==> src/rtl/csa_pipe_addsub.sv <==
// Pipelined carry-select adder/subtractor with valid/ready backpressure.
// Each stage adds one WIDTH/STAGES slice; the last stage register is the output register.
module csa_pipe_addsub #(
  parameter int unsigned WIDTH  = 32,
  parameter int unsigned BLOCK  = 8,
  parameter int unsigned STAGES = 2
) (
  input  logic             clock,
  input  logic             reset,
  input  logic             in_valid,
  output logic             in_ready,
  input  logic [WIDTH-1:0] op_a,
  input  logic [WIDTH-1:0] op_b,
  input  logic             sub,
  output logic             out_valid,
  input  logic             out_ready,
  output logic [WIDTH-1:0] result,
  output logic             cout,
  output logic             ovf,
  output logic             zero
);

  localparam int unsigned SW = WIDTH / STAGES;
  localparam int unsigned NB = SW / BLOCK;

  // Carry-select add of one stage slice; returns {carry_out, sum}.
  function automatic logic [SW:0] csel_add(input logic [SW-1:0] a,
                                           input logic [SW-1:0] b,
                                           input logic          cin);
    logic [SW-1:0] s;
    logic          c;
    logic [BLOCK:0] s0;
    logic [BLOCK:0] s1;
    s = '0;
    c = cin;
    for (int unsigned j = 0; j < NB; j++) begin
      if (j == 0) begin
        // lowest block ripples with the real carry-in
        {c, s[j*BLOCK +: BLOCK]} = {1'b0, a[j*BLOCK +: BLOCK]} + {1'b0, b[j*BLOCK +: BLOCK]}
                                   + {{BLOCK{1'b0}}, c};
      end else begin
        s0 = {1'b0, a[j*BLOCK +: BLOCK]} + {1'b0, b[j*BLOCK +: BLOCK]};
        s1 = {1'b0, a[j*BLOCK +: BLOCK]} + {1'b0, b[j*BLOCK +: BLOCK]} + {{BLOCK{1'b0}}, 1'b1};
        {c, s[j*BLOCK +: BLOCK]} = c ? s1 : s0;
      end
    end
    return {c, s};
  endfunction

  logic adv;
  assign adv      = !out_valid || out_ready;
  assign in_ready = adv;

  // st_*[k] are the inputs seen by stage k (ports for k=0, previous register otherwise)
  wire [WIDTH-1:0] st_a [STAGES];
  wire [WIDTH-1:0] st_b [STAGES];
  wire [WIDTH-1:0] st_r [STAGES];
  wire             st_c [STAGES];
  wire             st_v [STAGES];

  assign st_a[0] = op_a;
  assign st_b[0] = op_b ^ {WIDTH{sub}};
  assign st_c[0] = sub;
  assign st_r[0] = '0;
  assign st_v[0] = in_valid;

  for (genvar k = 0; k < STAGES; k++) begin : g_stage
    logic [SW:0]      sum_c;
    logic [WIDTH-1:0] r_nxt;

    assign sum_c = csel_add(st_a[k][k*SW +: SW], st_b[k][k*SW +: SW], st_c[k]);

    always_comb begin
      r_nxt = st_r[k];
      r_nxt[k*SW +: SW] = sum_c[SW-1:0];
    end

    if (k + 1 < STAGES) begin : g_mid
      logic             v_q;
      logic             c_q;
      logic [WIDTH-1:0] a_q;
      logic [WIDTH-1:0] b_q;
      logic [WIDTH-1:0] r_q;

      always_ff @(posedge clock) begin
        if (reset) begin
          v_q <= 1'b0;
          c_q <= 1'b0;
          a_q <= '0;
          b_q <= '0;
          r_q <= '0;
        end else if (adv) begin
          v_q <= st_v[k];
          c_q <= sum_c[SW];
          a_q <= st_a[k];
          b_q <= st_b[k];
          r_q <= r_nxt;
        end
      end

      assign st_v[k+1] = v_q;
      assign st_c[k+1] = c_q;
      assign st_a[k+1] = a_q;
      assign st_b[k+1] = b_q;
      assign st_r[k+1] = r_q;
    end else begin : g_last
      // result, flags and valid load together; zero is only computed on a load
      always_ff @(posedge clock) begin
        if (reset) begin
          out_valid <= 1'b0;
          result    <= '0;
          cout      <= 1'b0;
          ovf       <= 1'b0;
          zero      <= 1'b0;
        end else if (adv) begin
          out_valid <= st_v[k];
          result    <= r_nxt;
          cout      <= sum_c[SW];
          ovf       <= (st_a[k][WIDTH-1] == st_b[k][WIDTH-1]) &&
                       (r_nxt[WIDTH-1] != st_a[k][WIDTH-1]);
          zero      <= ~|r_nxt;
        end
      end
    end
  end

endmodule
==> config.mk <==
export PLATFORM = sky130hd
export DESIGN_NAME = csa_pipe_addsub
export DESIGN_NICKNAME = d
export VERILOG_FILES = /design/src/rtl/csa_pipe_addsub.sv
export SDC_FILE = /design/constraint.sdc
export NUM_CORES = 1
export LEC_CHECK = 0
export CORE_MARGIN = 8
export CORE_UTILIZATION = 56
export DETAILED_ROUTE_END_ITERATION = 10
export PLACE_DENSITY = 0.82
export SYNTH_ARGS = -nofsm -noshare
export SYNTH_HDL_FRONTEND = slang
export SYNTH_SLANG_ARGS = --single-unit
==> constraint.sdc <==
create_clock -name clock -period 12.8 [get_ports clock]
set_input_delay 2.56 -clock clock [delete_from_list [all_inputs] [get_ports clock]]
set_output_delay 2.56 -clock clock [all_outputs]
set_load 0.005 [all_outputs]
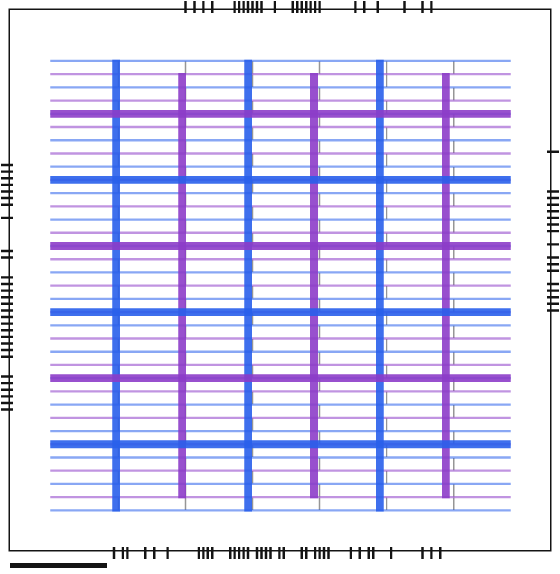
(run_1/power_grid.png)
Scale bar: 20 um. Pins as bars on the die edge. Tap cells in gray.
[purple] VDD
[blue] VSS
signal pins: 106
met1 rails: 35
tap cells: 108

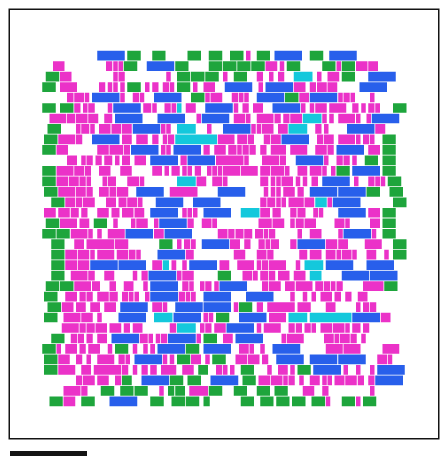
(run_1/placement_by_type.png)
Scale bar: 20 um.
[cyan] clock drivers and dummy loads | cells: 16
[blue] sequential cells | cells: 86
[green] remaining buffers and delay cells | cells: 108
[magenta] combinational and other logic | cells: 509

==> impl_metrics.csv, run 1 <==
group,metric,value,unit
power_and_ir_drop,power_density,120,nW/um^2
power_and_ir_drop,leakage,2.55,nW
worst_setup_path,worstSetupPathDepth,5,
global_routing,track_usage,19.9,%
run,tool_warnings,28,
die,num_io_pins,106,
die,coreArea,8760,um^2
synth,ys_sh_adder,9.88,%
power_and_ir_drop,pwr-share-comb,30.1,%
worst_setup_path,slowest_delay,500,ps
sta,fin_crit_sh,53.0,%
die,initial_core_util,57.8,%
finish,largest_reg_flops,32,
worst_setup_path,worst-path-max-fanout,60,
placed_design,place.gp.congestion,0.831,
synth,yosys_area,5070,um^2
sta,slew_headroom,27.6,%
clocking,cts_buffer_depth,2,
worst_setup_path,worstPathArrival,4230,ps
min_path,min_from,"result[14]",
synth,compound_area_share,20.9,%
drt,dr_wl_met2,6.41,mm
die,row_count,34,
synth,fp_nets,737,
drt,wl_met1,5.38,mm
synth,synthFlopType,"dfxtp_1",
global_routing,grt_max_degree,117,
clocking,root_buffer,"clkbuf_8",
status,status,"complete, no violations",
power_and_ir_drop,switching_share,30.4,%
synth,edf_count,0,
worst_setup_path,path_class,"in2out",
drt,viasPerCell,5.68,
die,die.size.y,111,um
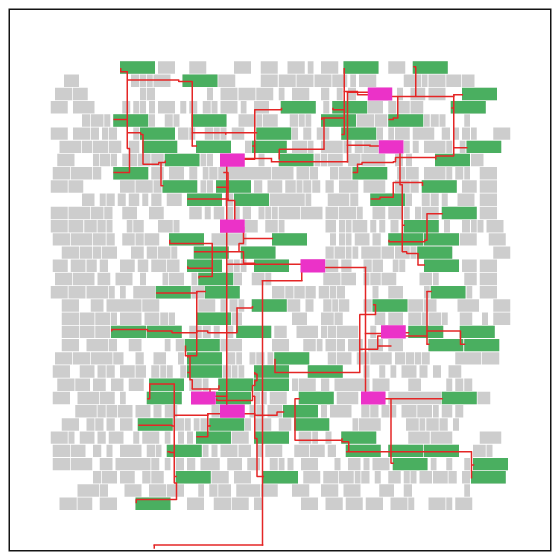
(run_1/clk_routes.png)
[green] flip-flops | count: 86
[red] clock wires | length: 1000 um
[magenta] clock drivers | count: 9
routed clock nets: 10

## run 1: layout make-up
cell class | count | area (um^2) | area share (%)
Clock buffer | 11 | 141 | 2.22
Clock inverter | 5 | 82.6 | 1.30
Inverter | 16 | 61.3 | 0.964
Multi-Input combinational cell | 493 | 3160 | 49.6
Sequential cell | 86 | 1720 | 27.1
Tap cell | 108 | 135 | 2.12
Timing Repair Buffer | 108 | 1060 | 16.7
## run 1: per-stage QoR
stage	total power, W	setup WS [ps]	hold WS [ps]	utilization, %	cell area, um^2
after floorplan	0.000467	6840	432	-	5070
after global placement	0.000544	6030	439	70.0	6140
final	0.000761	6010	453	72.6	6360
after CTS	0.000763	6010	455	72.6	6360
after global routing	0.000803	5900	470	72.6	6360
after detailed placement	0.000552	6000	442	70.0	6140
## run 1: Yosys cell counts, types with 9 or more instances
master,n,area share (%)
nand2_1,99,7.3
dfxtp_1,86,34
a21oi_1,64,6.3
nor2_1,63,4.7
a211oi_1,36,5.3
ha_1,32,7.9
clkbuf_1,29,2.1
xor2_1,29,5.0
xnor2_1,28,4.8
o21ai_0,24,2.4
inv_1,15,1.1
nand3_1,9,0.89
nor3_1,9,0.89
## run 1: path summary, 6_finish.rpt
kind / to / slack (ps)
hold reg to reg: result[14] / 450
setup reg to reg: zero / 9550
setup / recovery: in_ready / 6010
hold / removal: result[14] / 450
## run 1: power by group through the flow
stage | registers (W) | clock network [W] | logic (W)
after global routing | 0.000323 | 0.000225 | 0.000255
after global placement | 0.000324 | 0 | 0.000220
after detailed placement | 0.000324 | 0 | 0.000228
after CTS | 0.000318 | 0.000215 | 0.000230
final | 0.000318 | 0.000213 | 0.000229
after floorplan | 0.000321 | 0 | 0.000146
## run 1: tightest hold or removal path: stages (launching register included)
cell	delay, ps
dfxtp_1	320
nand2_1	50
a21oi_1	50
==> run_1/wires.png <==
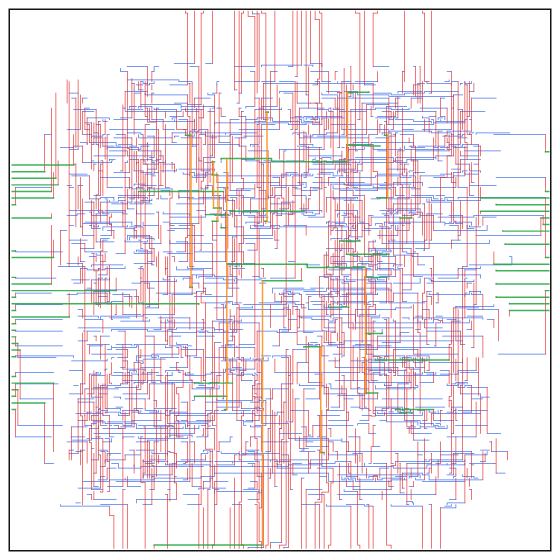

==> run 1 -> run 2 <==
--- a/config.mk
+++ b/config.mk
@@ -6,9 +6,9 @@
 export NUM_CORES = 1
 export LEC_CHECK = 0
 export CORE_MARGIN = 8
-export CORE_UTILIZATION = 56
+export CORE_UTILIZATION = 52
 export DETAILED_ROUTE_END_ITERATION = 10
-export PLACE_DENSITY = 0.82
+export PLACE_DENSITY = 0.77
 export SYNTH_ARGS = -nofsm -noshare
 export SYNTH_HDL_FRONTEND = slang
 export SYNTH_SLANG_ARGS = --single-unit
==> constraint.sdc (replaced) <==
create_clock -name clock -period 6.8 [get_ports clock]
set_input_delay 1.36 -clock clock [delete_from_list [all_inputs] [get_ports clock]]
set_output_delay 1.36 -clock clock [all_outputs]
set_load 0.005 [all_outputs]
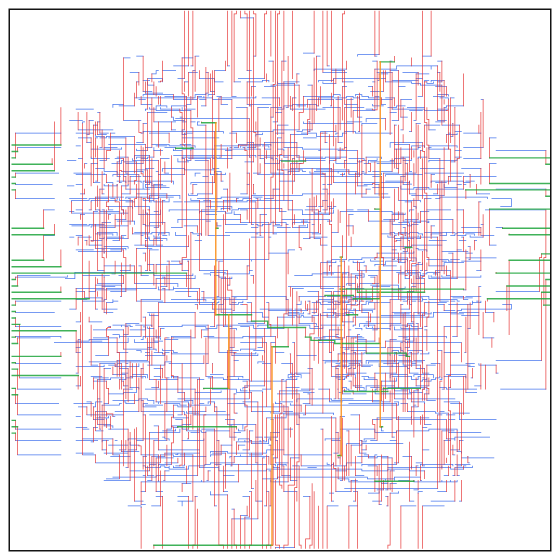
(run_2/wires.png)
[blue] metal 1 | wire length: 5180 um
[red] metal 2 | wire length: 6160 um
[green] metal 3 | wire length: 494 um
[orange] metal 4 | wire length: 218 um

==> impl_metrics.csv, run 2 <==
group,metric,value,unit
status,status,"complete, no violations",
worst_setup_path,worst-path-max-fanout,52,
placed_design,place.gp.congestion,0.879,
synth,area_leaders,"dfxtp_1 34%, ha_1 7.9%, nand2_1 7.3%, a21oi_1 6.3%, a211oi_1 5.3%",
global_routing,grt_max_degree,117,
synth,yosysTopAreaCell,"dfxtp_1",
synth,yosys.area.top_type_share,34.0,%
synth,netlist_top_cells_count,"99 x nand2_1, 86 x dfxtp_1, 64 x a21oi_1",
finish,seq_area,1720,um^2
synth,most_common_cell,"nand2_1",
die,initial_core_util,52.8,%
synth,yosys_area,5070,um^2
clocking,root_buffer,"clkbuf_8",
die,die.size.y,115,um
finish,largest_reg_flops,32,
run,tool_warnings,28,
placed_design,placed_cell_area,6170,um^2
power_and_ir_drop,leakage,2.54,nW
synth,edf_count,0,
finish,area.combinational,3160,um^2
finish,fin_util,66.5,%
synth,fp_nets,737,
worst_setup_path,path_class,"in2out",
sta,holdWs,453,ps
die,num_io_pins,106,
sta,slew_headroom,29.3,%
finish,fin_area,6380,um^2
worst_setup_path,slowest_delay,490,ps
sta,fin_ws,2300,ps
-- run 2: logic make-up after synthesis --
kind of cell / Yosys count / synth area share (%)
AOI/OAI and AO/OA: 166 / 20.9
xor gates and xnor gates: 57 / 9.85
adders and majority gates: 37 / 9.88
buffers and inverters: 52 / 3.88
DFF: 86 / 34.0
muxes: 3 / 0.617
and+or+nand+nor: 230 / 20.9
-- run 2: final cells by class --
cell class	instances	share of cell area [%]
multi-input combinational	493	49.5
sequential	86	27.0
inverter	16	0.962
timing repair buffer	108	16.7
clock buffer	10	2.16
clock inverter	6	1.08
tap	133	2.61
-- run 2: per-layer routing --
layer	vias to the layer above	track usage, %	share of wire (%)
li1	2389	-	-
met1	2149	19.8	43
met2	91	33.7	51
met3	13	3.53	4.1
met4	0	8.41	1.8
met5	-	0	0
-- run 2: where the power goes --
part	internal [W]	switching [W]	total, W
sequential	0.000562	0.0000358	0.000598
combinational	0.000217	0.000211	0.000428
clock	0.000182	0.000189	0.000371
total	0.000960	0.000437	0.00140
-- run 2: path summary, 6_finish.rpt --
kind | from | endpoint | slack [ps] | cells past startpoint
setup / recovery | out_ready | in_ready | 2300 | 5
hold / removal | result[9] | result[9] | 450 | 2
setup reg to reg | g_stage[0].g_mid.c_q | zero | 3490 | 10
hold reg to reg | result[9] | result[9] | 450 | 2
-- run 2: worst register-to-register path, stage by stage (launching register included) --
cell and delay [ps]:
dfxtp_1 320, inv_1 70, fa_1 460, inv_1 90
fa_1 440, nor4_1 280, nand4_1 200, or4_1 470
a2111o_1 420, a2111o_1 390, o21ai_1 110
Power figures rest on the tool's default switching activity, not on a simulated workload.
